### Clock network drawn from the DEF, run 1

The bar under the picture is 20 um long.
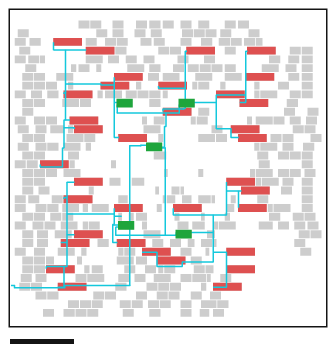
### Placed standard cells, run 1

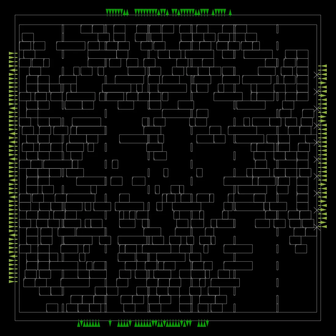
### Metal layers overlaid, run 1

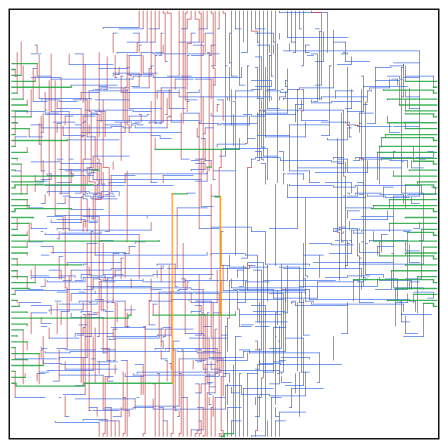
<file path="src/rtl/mux_nto1_pipe.sv">
// N-to-1 data selector feeding a registered valid/ready output stage.
// Build option MUX_NTO1_SKID_EN adds a skid entry so that o_ready is driven from a register.
module mux_nto1_pipe #(
  parameter int unsigned DATA_WIDTH = 32,
  parameter int unsigned NUM_INPUTS = 4,
  localparam int unsigned SEL_WIDTH = $clog2(NUM_INPUTS)
) (
  input  logic                             i_clk,
  input  logic                             i_rst_n,
  input  logic [NUM_INPUTS*DATA_WIDTH-1:0] i_data,
  input  logic [SEL_WIDTH-1:0]             i_sel,
  input  logic                             i_valid,
  output logic                             o_ready,
  output logic [DATA_WIDTH-1:0]            o_data,
  output logic                             o_err,
  output logic                             o_valid,
  input  logic                             i_ready,
  input  logic                             i_err_clr,
  output logic                             o_err_sticky
);

  logic [DATA_WIDTH-1:0] sel_data;
  logic                  sel_err;
  logic                  accept;
  logic                  deliver;
  logic                  sticky_q, sticky_d;

  // Fully decoded select: any code with no matching channel yields zero data and an error.
  always_comb begin
    sel_data = '0;
    sel_err  = 1'b1;
    for (int unsigned k = 0; k < NUM_INPUTS; k++) begin
      if (i_sel == SEL_WIDTH'(k)) begin
        sel_data = i_data[k*DATA_WIDTH +: DATA_WIDTH];
        sel_err  = 1'b0;
      end
    end
  end

  // Set has priority over a same-cycle clear.
  always_comb begin
    sticky_d = sticky_q;
    if (accept && sel_err) begin
      sticky_d = 1'b1;
    end else if (i_err_clr) begin
      sticky_d = 1'b0;
    end
  end

  always_ff @(posedge i_clk or negedge i_rst_n) begin
    if (!i_rst_n) begin
      sticky_q <= 1'b0;
    end else begin
      sticky_q <= sticky_d;
    end
  end

  assign o_err_sticky = sticky_q;

`ifdef MUX_NTO1_SKID_EN

  typedef enum logic [1:0] {StEmpty, StOne, StTwo} state_e;

  state_e                state_q, state_d;
  logic                  ready_q, ready_d;
  logic [DATA_WIDTH-1:0] main_data_q, main_data_d;
  logic                  main_err_q, main_err_d;
  logic [DATA_WIDTH-1:0] skid_data_q, skid_data_d;
  logic                  skid_err_q, skid_err_d;

  assign accept  = i_valid && ready_q;
  assign deliver = (state_q != StEmpty) && i_ready;

  always_comb begin
    state_d     = state_q;
    main_data_d = main_data_q;
    main_err_d  = main_err_q;
    skid_data_d = skid_data_q;
    skid_err_d  = skid_err_q;
    unique case (state_q)
      StEmpty: begin
        if (accept) begin
          main_data_d = sel_data;
          main_err_d  = sel_err;
          state_d     = StOne;
        end
      end
      StOne: begin
        if (accept && !deliver) begin
          skid_data_d = sel_data;
          skid_err_d  = sel_err;
          state_d     = StTwo;
        end else if (deliver && !accept) begin
          state_d = StEmpty;
        end else if (accept && deliver) begin
          main_data_d = sel_data;
          main_err_d  = sel_err;
        end
      end
      StTwo: begin
        if (deliver) begin
          main_data_d = skid_data_q;
          main_err_d  = skid_err_q;
          state_d     = StOne;
        end
      end
      default: state_d = StEmpty;
    endcase
    // Ready for next cycle is decided now so the output comes straight from a flop.
    ready_d = (state_d != StTwo);
  end

  always_ff @(posedge i_clk or negedge i_rst_n) begin
    if (!i_rst_n) begin
      state_q     <= StEmpty;
      ready_q     <= 1'b1;
      main_data_q <= '0;
      main_err_q  <= 1'b0;
      skid_data_q <= '0;
      skid_err_q  <= 1'b0;
    end else begin
      state_q     <= state_d;
      ready_q     <= ready_d;
      main_data_q <= main_data_d;
      main_err_q  <= main_err_d;
      skid_data_q <= skid_data_d;
      skid_err_q  <= skid_err_d;
    end
  end

  assign o_ready = ready_q;
  assign o_valid = (state_q != StEmpty);
  assign o_data  = main_data_q;
  assign o_err   = main_err_q;

`else

  typedef enum logic {StEmpty, StOne} state_e;

  state_e                state_q, state_d;
  logic [DATA_WIDTH-1:0] main_data_q, main_data_d;
  logic                  main_err_q, main_err_d;

  assign o_valid = (state_q == StOne);
  assign o_ready = !o_valid || i_ready;
  assign accept  = i_valid && o_ready;
  assign deliver = o_valid && i_ready;

  always_comb begin
    state_d     = state_q;
    main_data_d = main_data_q;
    main_err_d  = main_err_q;
    if (accept) begin
      main_data_d = sel_data;
      main_err_d  = sel_err;
      state_d     = StOne;
    end else if (deliver) begin
      state_d = StEmpty;
    end
  end

  always_ff @(posedge i_clk or negedge i_rst_n) begin
    if (!i_rst_n) begin
      state_q     <= StEmpty;
      main_data_q <= '0;
      main_err_q  <= 1'b0;
    end else begin
      state_q     <= state_d;
      main_data_q <= main_data_d;
      main_err_q  <= main_err_d;
    end
  end

  assign o_data = main_data_q;
  assign o_err  = main_err_q;

`endif

endmodule

</file>
<file path="config.mk">
export PLATFORM = sky130hd
export DESIGN_NAME = mux_nto1_pipe
export DESIGN_NICKNAME = d
export VERILOG_FILES = /design/src/rtl/mux_nto1_pipe.sv
export SDC_FILE = /design/constraint.sdc
export NUM_CORES = 1
export LEC_CHECK = 0
export CAP_MARGIN = 15
export CORE_UTILIZATION = 25
export DETAILED_ROUTE_END_ITERATION = 8
export GPL_TIMING_DRIVEN = 0
export SLEW_MARGIN = 40
export SYNTH_ARGS = -nofsm -noshare
export SYNTH_HDL_FRONTEND = slang
export SYNTH_SLANG_ARGS = --single-unit
</file>
<file path="constraint.sdc">
create_clock -name i_clk -period 1.8 [get_ports i_clk]
set_clock_uncertainty 0.2 [all_clocks]
set_input_delay 0.36 -clock i_clk [delete_from_list [all_inputs] [get_ports i_clk]]
set_output_delay 0.36 -clock i_clk [all_outputs]
set_load 0.01 [all_outputs]
</file>
==> run_results.csv, run 1 <==
group,metric,value,unit
setup_path,r2r_slack,100,ps
hold_path,hold_class,"in -> reg",
hold_path,hold_end,"o_err",
placement,post-place-cells,468,
floorplan,chip_area,9668,sq um
grt,grt_pass1_vias,2573,
clock_tree,cts_made_buffers,5,
logic_synthesis,ys.flops,35,
cells_and_area,design_area,4240,sq um
final_timing,tightestPinTransition,471.5,ps
logic_synthesis,yosysTopAreaCell,"dfrtp_1",
hold_path,min-delay-start,"i_valid",
outcome,status,"finished with violations",
placement,gp_congestion,0.7371,
setup_path,startpoint_type,"register",
power,ir_drop,0.0002630,V
logic_synthesis,top_area_share,37.76,%
clock_tree,cts_buffer_depth,2,
logic_synthesis,syn_nets,326,
final_timing,setup-violations-final,0,
final_timing,tns,0,ps
placement,numPortBuffers,169,
floorplan,initCoreUtil,26.22,%
cells_and_area,regArea,875.8,sq um
cells_and_area,fin_cells,476,
placement,placed_area,4144,sq um
hold_path,hold_depth,2,
placement,dp_hpwl,6333,um
setup_path,cp_data_required_time,1240,ps
route,drc,10,
setup_path,path_cells,"clkdlybuf4s50_1",
logic_synthesis,netlist_area,2320,sq um
floorplan,rows,34,
setup_path,cp_max_fo,2,
setup_path,critPathKind,"reg -> out",
logic_synthesis,syn_inst,191,
floorplan,io-pin-count,171,
floorplan,die_w,98.33,um
setup_path,crit_arrival,1200,ps
setup_path,critical_path_buf_inv_count,1,
route,num_vias,2319,
power,finalPower,2567,uW
final_timing,slew_violations,0,
setup_path,r2r_start,"o_valid",
route,wl_per_cell,17.23,um
grt,globalRouteMet2Util,30.82,%
outcome,violations,"DRC",
cells_and_area,diodes,0,
cells_and_area,drive_gt1_share,14.95,%
grt,met3_usage,5.655,%
route,top_layer_used,"met4",
route,wl_met3,728,um
cells_and_area,combGateArea,1316,sq um
power,p_leak,0.001762,uW
clock_tree,cts_tree,"done",
power,powerDensity,605.5,nW/um^2
logic_synthesis,yosysUniqueCellTypes,17,
clock_tree,cts_setup_buffers,1,
route,drt-initial-drc-count,75,
final_timing,rsz0062_at_grt,"no",
setup_path,timing.rr.end,"o_data[10]",
cells_and_area,fillerInstances,868,
logic_synthesis,common_cells,"mux2i_1, dfrtp_1, o21ai_0, o221ai_2, buf_2",
logic_synthesis,ys_cells,191,
logic_synthesis,synthFlopType,"dfrtp_1",
cells_and_area,fin_util,47.92,%
floorplan,die_h,98.33,um
logic_synthesis,ys_chip_area,2320,sq um
setup_path,crit_path_end_kind,"output pin",
setup_path,crit_family,"buffers and inverters",
clock_tree,htreeDepth,2,
final_timing,slew_headroom,68.57,%
final_timing,whs,176.9,ps
placement,dpl_worst_slack,-466.1,ps
final_timing,period_minus_slack,1758,ps
route,dr_wl_met2,4167,um
clock_tree,cts-hold-fix-buffers,1,
final_timing,max_freq,568.8,MHz
route,dr.pass1.iters,6,
setup_path,cp_slowest_stage_delay,560,ps
grt,grt_usage,17.27,%
logic_synthesis,most_common_cell,"mux2i_1",
final_timing,setup_slack,41.85,ps
run,drv_cap,0,
logic_synthesis,ys_top_cells_by_area,"dfrtp_1, mux2i_1, o221ai_2",
clock_tree,ctsRootBufferMaster,"clkbuf_8",
grt,grt_pass1_wl,12910,um
grt,grt_max_degree,36,
logic_synthesis,synth_seq_share,37.76,%
## Picture notes: 'Clock network drawn from the DEF'
[clock-net drivers] green | count: 5
[clock wires] cyan | length: 564 um
[flip-flops] red | count: 35
routed clock nets: 6
proportion of power drawn by the clock network: 20.9%
Clk. pwr: 536 uW
worst skew pair latency: 290 ps

## Picture notes: 'Placed standard cells'
tap cells: 108
total core area: 8848 sq um
Flops: 35

## Picture notes: 'Metal layers overlaid'
[M3] green | wire length: 728 um
[M2] red | wire length: 4170 um
[M1] blue | wire length: 3230 um
[M4] orange | wire length: 70.7 um

run 1: cell type report:
| type | count | area share, % |
|---|---|---|
| well taps | 108 | 3.187 |
| inverters | 2 | 0.1770 |
| repair buffers | 171 | 40.28 |
| flip-flops and latches | 35 | 20.66 |
| clock buffers | 6 | 1.711 |
| multi-input cells | 134 | 31.04 |
| plain buffers | 20 | 2.951 |
run 1: power by group:
group | total, uW | switching (uW) | internal (uW) | leakage (uW)
Combinational | 1070 | 420 | 651 | 0.00129
Sequential | 961 | 55.6 | 905 | 0.000433
Clock | 536 | 277 | 258 | 0.0000371
run 1: cells by family after synthesis:
kind of cell / synth area share, %
AND-OR/OR-AND: 27.40
multiplexers: 27.62
flip-flops: 37.76
buffers and inverters: 5.717
AND/OR/NAND/NOR: 1.511
run 1: layout by cell type (no fill, tap or decap), drive strengths merged:
master         instances
dlygate4sd3            1
inv                    2
o21ai                 32
o221ai                32
dlygate4sd2            1
mux2i                 64
nor2b                  2
nand3                  1
dfrtp                 35
dlymetal6s2s           3
nand2                  1
clkbuf                12
a21boi                 1
buf                   17
clkdlybuf4s50        163
or3                    1
run 1: how the worst max path moves through the flow:
stage / startpoint / end / slack [ps] / depth (start not counted)
detailed placement: i_ready / o_ready / -470 / 4
finish: o_data[5] / o_data[5] / 40 / 1
CTS: i_valid / o_data[16] / 9 / 6
global placement: i_rst_n / o_err_sticky / -730 / 1
floorplan: o_valid / o_data[0] / 250 / 5
global route: o_data[30] / o_data[30] / 6 / 1
run 1: registers in the layout, summed over array words and instances (netlist names):
| name | count |
|---|---|
| o_data | 32 |
| o_valid | 1 |
| o_err_sticky | 1 |
| o_err | 1 |
==> run 1 -> run 2 <==
- ABC_CLOCK_PERIOD_IN_PS: unset -> 1800
### Clock network drawn from the DEF, run 2

The bar under the picture is 20 um long.
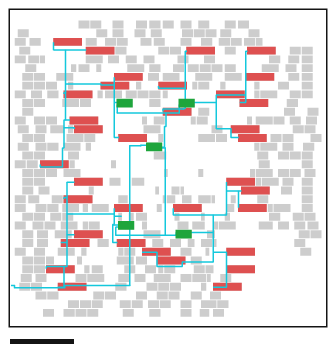
[clock wires] cyan | length: 564 um
[flip-flops] red | count: 35
[clock-net drivers] green | count: 5
routed clock nets: 6

### Placed standard cells, run 2

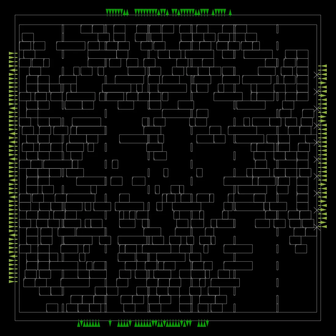
flop share of the area: 20.66%
FILL cells: 868
row cnt: 34
Final Util: 47.92%

==> run_results.csv, run 2 <==
group,metric,value,unit
setup_path,critPathKind,"reg -> out",
placement,dp_hpwl,6333,um
setup_path,path_cells,"clkdlybuf4s50_1",
final_timing,tns,0,ps
cells_and_area,layout.cells.most_common_list,"clkdlybuf4s50_1, mux2i_1, dfrtp_1",
clock_tree,cts_made_buffers,5,
power,p_clk_share,20.9,%
grt,grt_pass1_vias,2573,
logic_synthesis,ys_chip_area,2320,sq um
route,dr.pass1.iters,6,
outcome,status,"finished with violations",
final_timing,max_freq,568.8,MHz
logic_synthesis,synth_seq_share,37.76,%
power,powerDensity,605.5,nW/um^2
grt,grt_pass1_wl,12910,um
cells_and_area,drive_gt1_share,14.95,%
route,dr_wl_met2,4167,um
logic_synthesis,ys_cells,191,
final_timing,slew_violations,0,
setup_path,cp-startpoint,"o_data[5]",
route,drc,10,
power,power_switching,752.8,uW
logic_synthesis,common_cells,"mux2i_1, dfrtp_1, o21ai_0, o221ai_2, buf_2",
final_timing,period_minus_slack,1758,ps
logic_synthesis,top_area_share,37.76,%
cells_and_area,largest_register_ffs,32,
setup_path,startpoint_type,"register",
route,wl_per_cell,17.23,um
hold_path,min-delay-start,"i_valid",
logic_synthesis,yosysUniqueCellTypes,17,
logic_synthesis,syn_nets,326,
power,finalPower,2567,uW
route,num_vias,2319,
setup_path,critical_path_buf_inv_count,1,
logic_synthesis,yosysTopAreaCell,"dfrtp_1",
logic_synthesis,ys_top_cells_by_area,"dfrtp_1, mux2i_1, o221ai_2",
floorplan,core,8848,sq um
logic_synthesis,netlist_area,2320,sq um
setup_path,cp_slowest_stage_delay,560,ps
floorplan,io-pin-count,171,
power,ir_drop,0.0002630,V
placement,numPortBuffers,169,
cells_and_area,diodes,0,
placement,placed_area,4144,sq um
hold_path,hold_class,"in -> reg",
outcome,violations,"DRC",
final_timing,tightestPinTransition,471.5,ps
floorplan,chip_area,9668,sq um
logic_synthesis,synthFlopType,"dfrtp_1",
power,p_leak,0.001762,uW
placement,dpl_worst_slack,-466.1,ps
clock_tree,clock_latency,290,ps
power,p_int,1815,uW
cells_and_area,design_area,4240,sq um
power,power_frac_seq,37.4,%
power,switching_share,29.32,%
setup_path,r2r_start,"o_valid",
logic_synthesis,ys.flops,35,
grt,grt_usage,17.27,%
logic_synthesis,syn_inst,191,
setup_path,cp_data_required_time,1240,ps
run,drv_cap,0,
### Metal layers overlaid, run 2

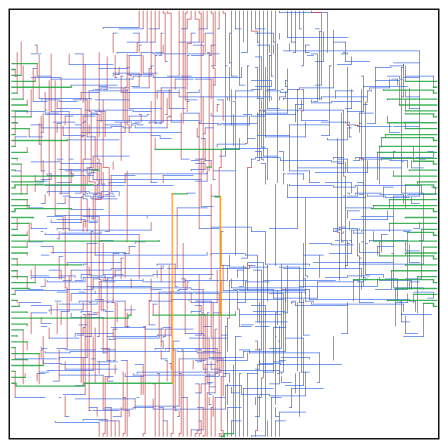
[M1] blue | wire length: 3230 um
[M4] orange | wire length: 70.7 um
[M3] green | wire length: 728 um
[M2] red | wire length: 4170 um

run 2: cell counts in the layout (fill, tap and decap cells not counted):
No cell type changed its count.
run 2: final timing paths:
check                           slack (ps)  depth (start not counted)      endpoint
worst max register to register         100                          6    o_data[10]
max in group asynchronous              690                          2    o_data[16]
min in group asynchronous              380                          2     o_data[3]
worst min register to register         300                          1  o_err_sticky
worst min-delay path                   180                          2         o_err
worst max-delay path                    40                          1     o_data[5]
run 2: cells by family after synthesis:
group / synth area share [%]
multiplexers: 27.62
flip-flops: 37.76
AND-OR/OR-AND: 27.40
buffers and inverters: 5.717
AND/OR/NAND/NOR: 1.511
run 2: power by group through the flow:
stage	sequential [uW]	clock, uW	combinational (uW)
6_report	961	536	1070
5_1_grt	974	592	1150
4_1_cts	961	549	1090
3_5_place_dp	976	0	1090
3_3_place_gp	971	0	1080
2_1_floorplan	1030	0	369
run 2: timing repair:
item                       in CTS  in global routing
gates resized                   6                  3
buffers inserted                1                  0
setup endpoints to repair       1                 32
hold buffers                    1                  0
hold endpoints to repair       35                  0
gates cloned                    0                  0
run 2: final cells by class:
cell class / count / area (sq um)
Inverter: 2 / 7.507
Clock buffer: 6 / 72.57
Multi-Input combinational cell: 134 / 1316
Tap cell: 108 / 135.1
Timing Repair Buffer: 171 / 1708
Fill cell: 868 / 4608
Buffer: 20 / 125.1
Sequential cell: 35 / 875.8
run 2: layer usage:
layer,global-route usage [%],vias up
li1,-,1112
met5,0,-
met2,30.82,106
met3,5.655,4
met1,19.95,1097
met4,4.133,0
run 2: per-stage QoR:
stage          utilization [%]  cells
2_1_floorplan                -    191
3_3_place_gp             46.86    468
3_5_place_dp             46.83    468
4_1_cts                  47.84    476
5_1_grt                  47.92    476
6_report                 47.92    476
Power figures rest on the tool's default switching activity, not on a simulated workload.
